[config.mk]
export PLATFORM = sky130hd
export DESIGN_NAME = serial_port_arbiter
export DESIGN_NICKNAME = d
export VERILOG_FILES = /design/src/rtl/serial_port_arbiter.sv
export SDC_FILE = /design/constraint.sdc
export NUM_CORES = 1
export LEC_CHECK = 0
export CAP_MARGIN = 20
export CORE_AREA = 2 2 60 62
export DETAILED_ROUTE_END_ITERATION = 8
export DIE_AREA = 0 0 62 64
export HOLD_SLACK_MARGIN = 0.03
export PLACE_DENSITY = 0.88
export SLEW_MARGIN = 20
export SYNTH_ARGS = -nofsm -noshare
export SYNTH_HDL_FRONTEND = slang
export SYNTH_SLANG_ARGS = --single-unit
[constraint.sdc]
create_clock -name clock -period 3.1 [get_ports clock]
set_input_delay 0.62 -clock clock [delete_from_list [all_inputs] [get_ports clock]]
set_output_delay 0.62 -clock clock [all_outputs]
set_load 0.02 [all_outputs]
[src/rtl/serial_port_arbiter.sv]
// Shares one serial TX/RX FIFO pair between NUM_REQ requesters.
// The write and read paths each have their own round-robin arbiter and sequencer.
module serial_port_arbiter #(
  parameter int NUM_REQ   = 2,
  parameter int DATA_W    = 8,
  parameter int MAX_BURST = 4
) (
  input  logic                        clock,
  input  logic                        reset_n,
  input  logic [NUM_REQ-1:0]          tx_valid,
  input  logic [NUM_REQ*DATA_W-1:0]   tx_data,
  output logic [NUM_REQ-1:0]          tx_ready,
  input  logic [NUM_REQ-1:0]          rx_req,
  output logic [NUM_REQ-1:0]          rx_valid,
  output logic [DATA_W-1:0]           rx_data,
  output logic [DATA_W-1:0]           SerialData_out,
  output logic                        SerialWrite,
  input  logic                        SerialFull,
  input  logic [DATA_W-1:0]           SerialData_in,
  output logic                        SerialRead,
  input  logic                        SerialEmpty,
  output logic [1:0]                  tx_state_dbg,
  output logic [1:0]                  rx_state_dbg
);

  // Handshake: a TX byte moves on a rising edge where tx_valid[i] and tx_ready[i]
  // are both high, and the requester holds tx_valid/tx_data stable until then.
  // rx_req is a level request; every rx_valid pulse hands over exactly one byte.

  localparam int IDX_W = (NUM_REQ > 1) ? $clog2(NUM_REQ) : 1;
  localparam int CNT_W = 4;

  typedef enum logic [1:0] {TX_IDLE = 2'd0, TX_GRANT = 2'd1, TX_GAP = 2'd2} tx_state_e;
  typedef enum logic [1:0] {RX_IDLE = 2'd0, RX_WAIT = 2'd1, RX_DONE = 2'd2} rx_state_e;

  function automatic logic [IDX_W-1:0] rr_pick(input logic [NUM_REQ-1:0] req,
                                               input logic [IDX_W-1:0]   ptr);
    logic [IDX_W-1:0] win;
    logic             found;
    int               idx;
    win   = ptr;
    found = 1'b0;
    for (int k = 0; k < NUM_REQ; k++) begin
      idx = int'(ptr) + k;
      if (idx >= NUM_REQ) idx = idx - NUM_REQ;
      if (!found && req[idx]) begin
        found = 1'b1;
        win   = IDX_W'(idx);
      end
    end
    return win;
  endfunction

  function automatic logic [IDX_W-1:0] next_ptr(input logic [IDX_W-1:0] owner);
    if (owner == IDX_W'(NUM_REQ - 1)) return '0;
    return owner + IDX_W'(1);
  endfunction

  // ---------------- write path ----------------
  tx_state_e          tx_state_q, tx_state_d;
  logic [IDX_W-1:0]   tx_owner_q, tx_owner_d;
  logic [IDX_W-1:0]   tx_ptr_q,   tx_ptr_d;
  logic [CNT_W-1:0]   tx_cnt_q,   tx_cnt_d;
  logic [DATA_W-1:0]  dout_q,     dout_d;
  logic               swrite_q,   swrite_d;
  logic               owner_valid;
  logic [DATA_W-1:0]  owner_data;

  assign owner_valid = tx_valid[tx_owner_q];
  assign owner_data  = tx_data[tx_owner_q*DATA_W +: DATA_W];

  always_comb begin
    tx_state_d = tx_state_q;
    tx_owner_d = tx_owner_q;
    tx_ptr_d   = tx_ptr_q;
    tx_cnt_d   = tx_cnt_q;
    dout_d     = dout_q;
    swrite_d   = 1'b0;
    tx_ready   = '0;
    case (tx_state_q)
      TX_IDLE: begin
        if (|tx_valid) begin
          tx_owner_d = rr_pick(tx_valid, tx_ptr_q);
          tx_cnt_d   = '0;
          tx_state_d = TX_GRANT;
        end
      end
      TX_GRANT: begin
        if (!owner_valid) begin
          tx_ptr_d   = next_ptr(tx_owner_q);
          tx_state_d = TX_IDLE;
        end else if (!SerialFull) begin
          tx_ready[tx_owner_q] = 1'b1;
          dout_d     = owner_data;
          swrite_d   = 1'b1;
          tx_cnt_d   = tx_cnt_q + CNT_W'(1);
          tx_state_d = TX_GAP;
        end
      end
      TX_GAP: begin
        // The gap cycle lets SerialFull catch up with the write just issued.
        if ((tx_cnt_q == CNT_W'(MAX_BURST)) || !owner_valid) begin
          tx_ptr_d   = next_ptr(tx_owner_q);
          tx_state_d = TX_IDLE;
        end else begin
          tx_state_d = TX_GRANT;
        end
      end
      default: tx_state_d = TX_IDLE;
    endcase
  end

  always_ff @(posedge clock or negedge reset_n) begin
    if (!reset_n) begin
      tx_state_q <= TX_IDLE;
      tx_owner_q <= '0;
      tx_ptr_q   <= '0;
      tx_cnt_q   <= '0;
      dout_q     <= '0;
      swrite_q   <= 1'b0;
    end else begin
      tx_state_q <= tx_state_d;
      tx_owner_q <= tx_owner_d;
      tx_ptr_q   <= tx_ptr_d;
      tx_cnt_q   <= tx_cnt_d;
      dout_q     <= dout_d;
      swrite_q   <= swrite_d;
    end
  end

  // ---------------- read path ----------------
  rx_state_e          rx_state_q, rx_state_d;
  logic [IDX_W-1:0]   rx_owner_q, rx_owner_d;
  logic [IDX_W-1:0]   rx_ptr_q,   rx_ptr_d;
  logic               sread_q,    sread_d;
  logic [NUM_REQ-1:0] rx_valid_q, rx_valid_d;
  logic [DATA_W-1:0]  rx_data_q,  rx_data_d;

  always_comb begin
    rx_state_d = rx_state_q;
    rx_owner_d = rx_owner_q;
    rx_ptr_d   = rx_ptr_q;
    sread_d    = 1'b0;
    rx_valid_d = '0;
    rx_data_d  = rx_data_q;
    case (rx_state_q)
      RX_IDLE: begin
        if ((|rx_req) && !SerialEmpty) begin
          rx_owner_d = rr_pick(rx_req, rx_ptr_q);
          sread_d    = 1'b1;
          rx_state_d = RX_WAIT;
        end
      end
      RX_WAIT: rx_state_d = RX_DONE;
      RX_DONE: begin
        // Delivered even if the owner dropped rx_req after the pop.
        rx_data_d             = SerialData_in;
        rx_valid_d[rx_owner_q] = 1'b1;
        rx_ptr_d              = next_ptr(rx_owner_q);
        rx_state_d            = RX_IDLE;
      end
      default: rx_state_d = RX_IDLE;
    endcase
  end

  always_ff @(posedge clock or negedge reset_n) begin
    if (!reset_n) begin
      rx_state_q <= RX_IDLE;
      rx_owner_q <= '0;
      rx_ptr_q   <= '0;
      sread_q    <= 1'b0;
      rx_valid_q <= '0;
      rx_data_q  <= '0;
    end else begin
      rx_state_q <= rx_state_d;
      rx_owner_q <= rx_owner_d;
      rx_ptr_q   <= rx_ptr_d;
      sread_q    <= sread_d;
      rx_valid_q <= rx_valid_d;
      rx_data_q  <= rx_data_d;
    end
  end

  assign SerialData_out = dout_q;
  assign SerialWrite    = swrite_q;
  assign SerialRead     = sread_q;
  assign rx_valid       = rx_valid_q;
  assign rx_data        = rx_data_q;
  assign tx_state_dbg   = tx_state_q;
  assign rx_state_dbg   = rx_state_q;

endmodule

**Run 1: cell placement**

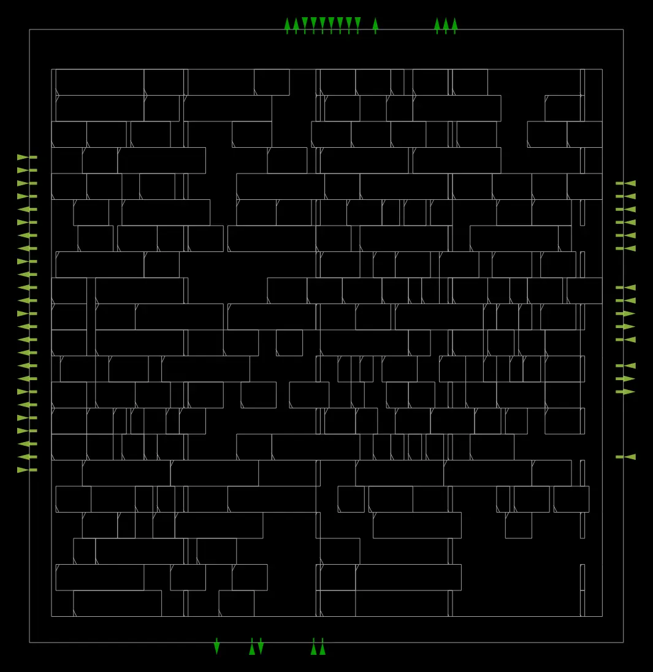
Post-Layout Cell Count: 226
core footprint: 0.003284 sq mm
Final Util: 0.6594
Core Rows: 21
Tap Count: 46

**Run 1: selected gate families**

Scale: 6 px per um.
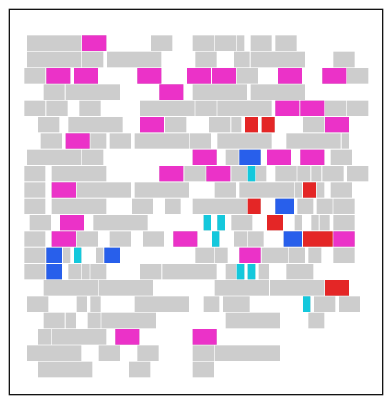
- magenta: mux cells (cells 27; most used mux2_2)
- red: and/or cells (cells 7)
- blue: non-inverting ao/oa cells (cells 6; most used o21a_1)
- cyan: inv cells (cells 8; most used inv_1)

**Run 1: wire density map**

Scale: 4 px per um. The die is cut into 12 by 13 equal tiles; dark purple is low, yellow is high, scaled to the fullest tile. Values are wire area over tile area, all layers added.
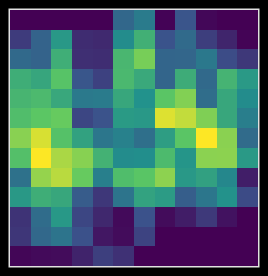
- nearly empty tiles: 15%
- emptiest ninth of the die: bottom right
- tiles over half the peak: 40%
- mean over tiles: 0.14
- densest ninth of the die: left middle
- fullest tile: 0.35

**Run 1: wiring by layer**

Scale: 6 px per um. Two of the layers only.
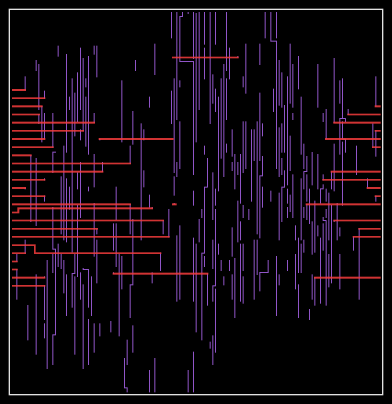
- red: M3 (wire length 374 um)
- purple: M2 (wire length 1640 um)

==> flow_metrics.env, run 1 <==
# implementation run metrics
export IMPL_inverters=8
export IMPL_powerClk_w=0.000308
export IMPL_place_hpwl_mm=2.505
export IMPL_final_cell_area_sq_mm=0.002166
export IMPL_post_cts_setup_buffers=0
export IMPL_wl_met1_mm=1.226
export IMPL_post_drt_via_cell_ratio=4.987
export IMPL_path_clk_slew_ps=90
export IMPL_antenna_found_initial=0
export IMPL_r2r_start="tx_owner_q$_DFFE_PN0P_"
export IMPL_slowest_stage="clkdlybuf4s50_1"
export IMPL_status="finished, final reports clean"
export IMPL_async_flop_share=1.000
export IMPL_synth_mux_area_fraction=0.2035
export IMPL_grt_use_met2=0.2917
export IMPL_grt_overflow=0
export IMPL_drtAntennaViolNets=0
export IMPL_common_cells="dfrtp_1, mux2_2, inv_1"
export IMPL_endpoint_kind="primary output"
export IMPL_holdWs_ps=481.2
export IMPL_route_final_wire_length_mm=3.275
--- run 2 (diff from run 1) ---
ABC_CLOCK_PERIOD_IN_PS = 3100   (was default)
**Run 2: wiring by layer**

Scale: 6 px per um. Two of the layers only.
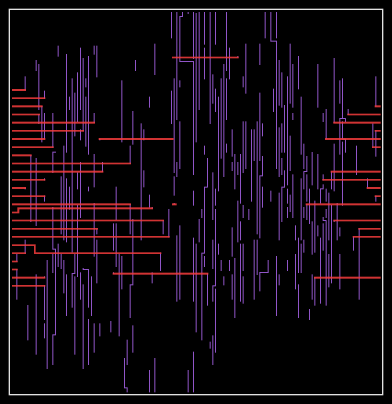
- purple: M2 (wire length 1640 um)
- red: M3 (wire length 374 um)

==> flow_metrics.env, run 2 <==
# implementation run metrics
export IMPL_status="finished, final reports clean"
export IMPL_setup_violations_final=0
export IMPL_fp_row_count=21
export IMPL_coreArea_sq_mm=0.003284
export IMPL_r2r_start="tx_owner_q$_DFFE_PN0P_"
export IMPL_post_drt_via_cell_ratio=4.987
export IMPL_powerClk_w=0.000308
export IMPL_wl_met1_mm=1.226
export IMPL_async_flop_share=1.000
export IMPL_holdWs_ps=481.2
export IMPL_post_cts_setup_buffers=0
export IMPL_postLayoutCoreUtil=0.6594
export IMPL_final_cells=226
export IMPL_grt_use_met2=0.2917
export IMPL_route_final_wire_length_mm=3.275
export IMPL_post_cts_resized=0
export IMPL_tap_cells=46
export IMPL_endpoint_kind="primary output"
export IMPL_antenna_found_initial=0
export IMPL_common_cells="dfrtp_1, mux2_2, inv_1"
export IMPL_drtAntennaViolNets=0
export IMPL_grt_overflow=0
export IMPL_fill_cells=263
export IMPL_final_cell_area_sq_mm=0.002166
export IMPL_path_clk_slew_ps=90
export IMPL_place_hpwl_mm=2.505
export IMPL_synth_mux_area_fraction=0.2035
export IMPL_inverters=8
**Run 2: cell placement**

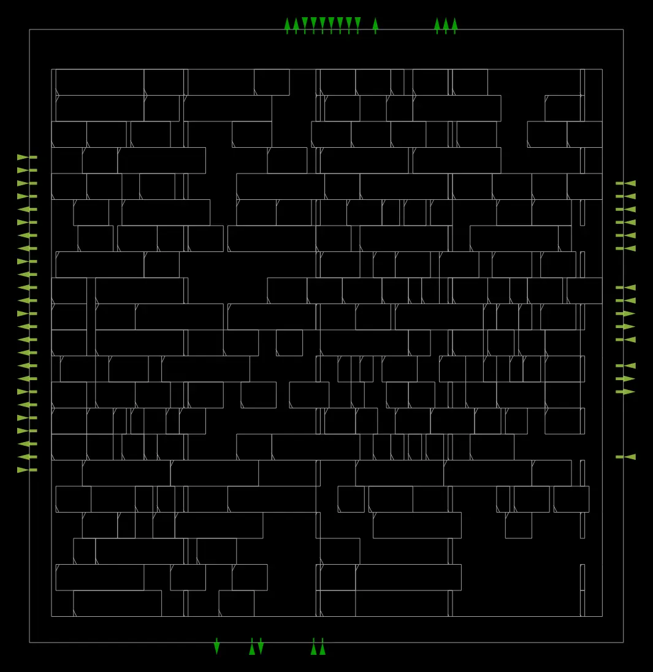

--- run 3 (diff from run 2) ---
CORE_AREA = 2 2 69 71   (was 2 2 60 62)
DIE_AREA = 0 0 71 73   (was 0 0 62 64)
PLACE_DENSITY = 0.7   (was 0.88)
**Run 3: cell placement**

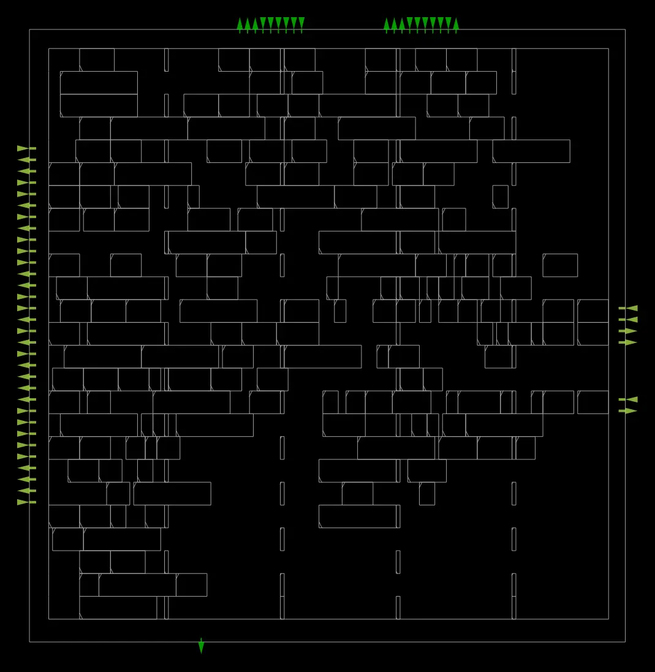
fraction of area in registers: 0.3678
Tap Count: 54
Post-Layout Cell Count: 233
flop count: 32

==> flow_metrics.env, run 3 <==
# implementation run metrics
export IMPL_post_cts_resized=0
export IMPL_post_cts_setup_buffers=0
export IMPL_powerClk_w=0.000290
export IMPL_holdBufCountCts=0
export IMPL_grt_overflow=0
export IMPL_drtAntennaViolNets=0
export IMPL_path_clk_slew_ps=60
export IMPL_inverters=8
export IMPL_fp_row_count=25
export IMPL_place_hpwl_mm=2.449
export IMPL_postLayoutCoreUtil=0.4800
export IMPL_wl_met1_mm=1.432
export IMPL_holdWs_ps=488.1
export IMPL_grt_use_met2=0.2150
export IMPL_clockBufferCount=6
export IMPL_coreArea_sq_mm=0.004536
export IMPL_common_cells="dfrtp_1, mux2_2, inv_1"
export IMPL_async_flop_share=1.000
export IMPL_antenna_found_initial=0
export IMPL_status="finished, final reports clean"
export IMPL_synth_mux_area_fraction=0.2035
export IMPL_route_final_wire_length_mm=3.346
export IMPL_final_cell_area_sq_mm=0.002177
export IMPL_r2r_start="tx_owner_q$_DFFE_PN0P_"
export IMPL_endpoint_kind="primary output"
export IMPL_synthFlopType="dfrtp_1"
export IMPL_dieArea_sq_mm=0.005183

==> notes/layouts.md <==
Pictures saved along the way, in no particular order.

Zoomed window.
(a)
Window x 16 to 46, y 17 to 47 um. Cells in grey, sequential cells in the stronger grey; small squares are vias.
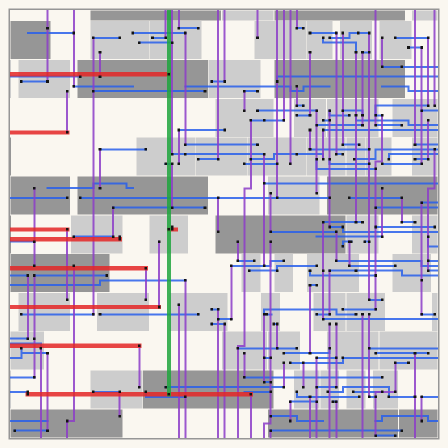
(b)
Window x 20 to 50, y 22 to 52 um. Cells in grey, sequential cells in the stronger grey; small squares are vias.
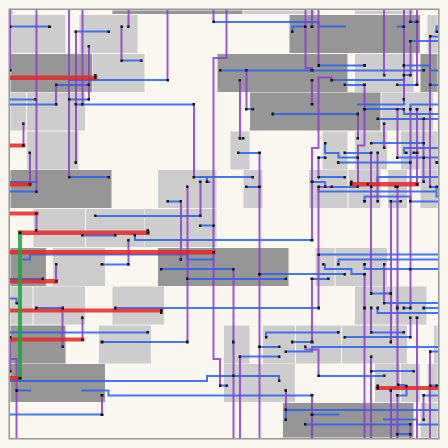
(a): run 2
(b): run 3

Key to (b):
- purple: M2
- red: M3
- green: M4
- blue: M1
- most frequent: dfrtp_1 (8), clkdlybuf4s50_1 (7)
- cells with their middle in the window: 44
- sequential cells in the window: 8
- netlist names of flops here include: `SerialData_out` (4)

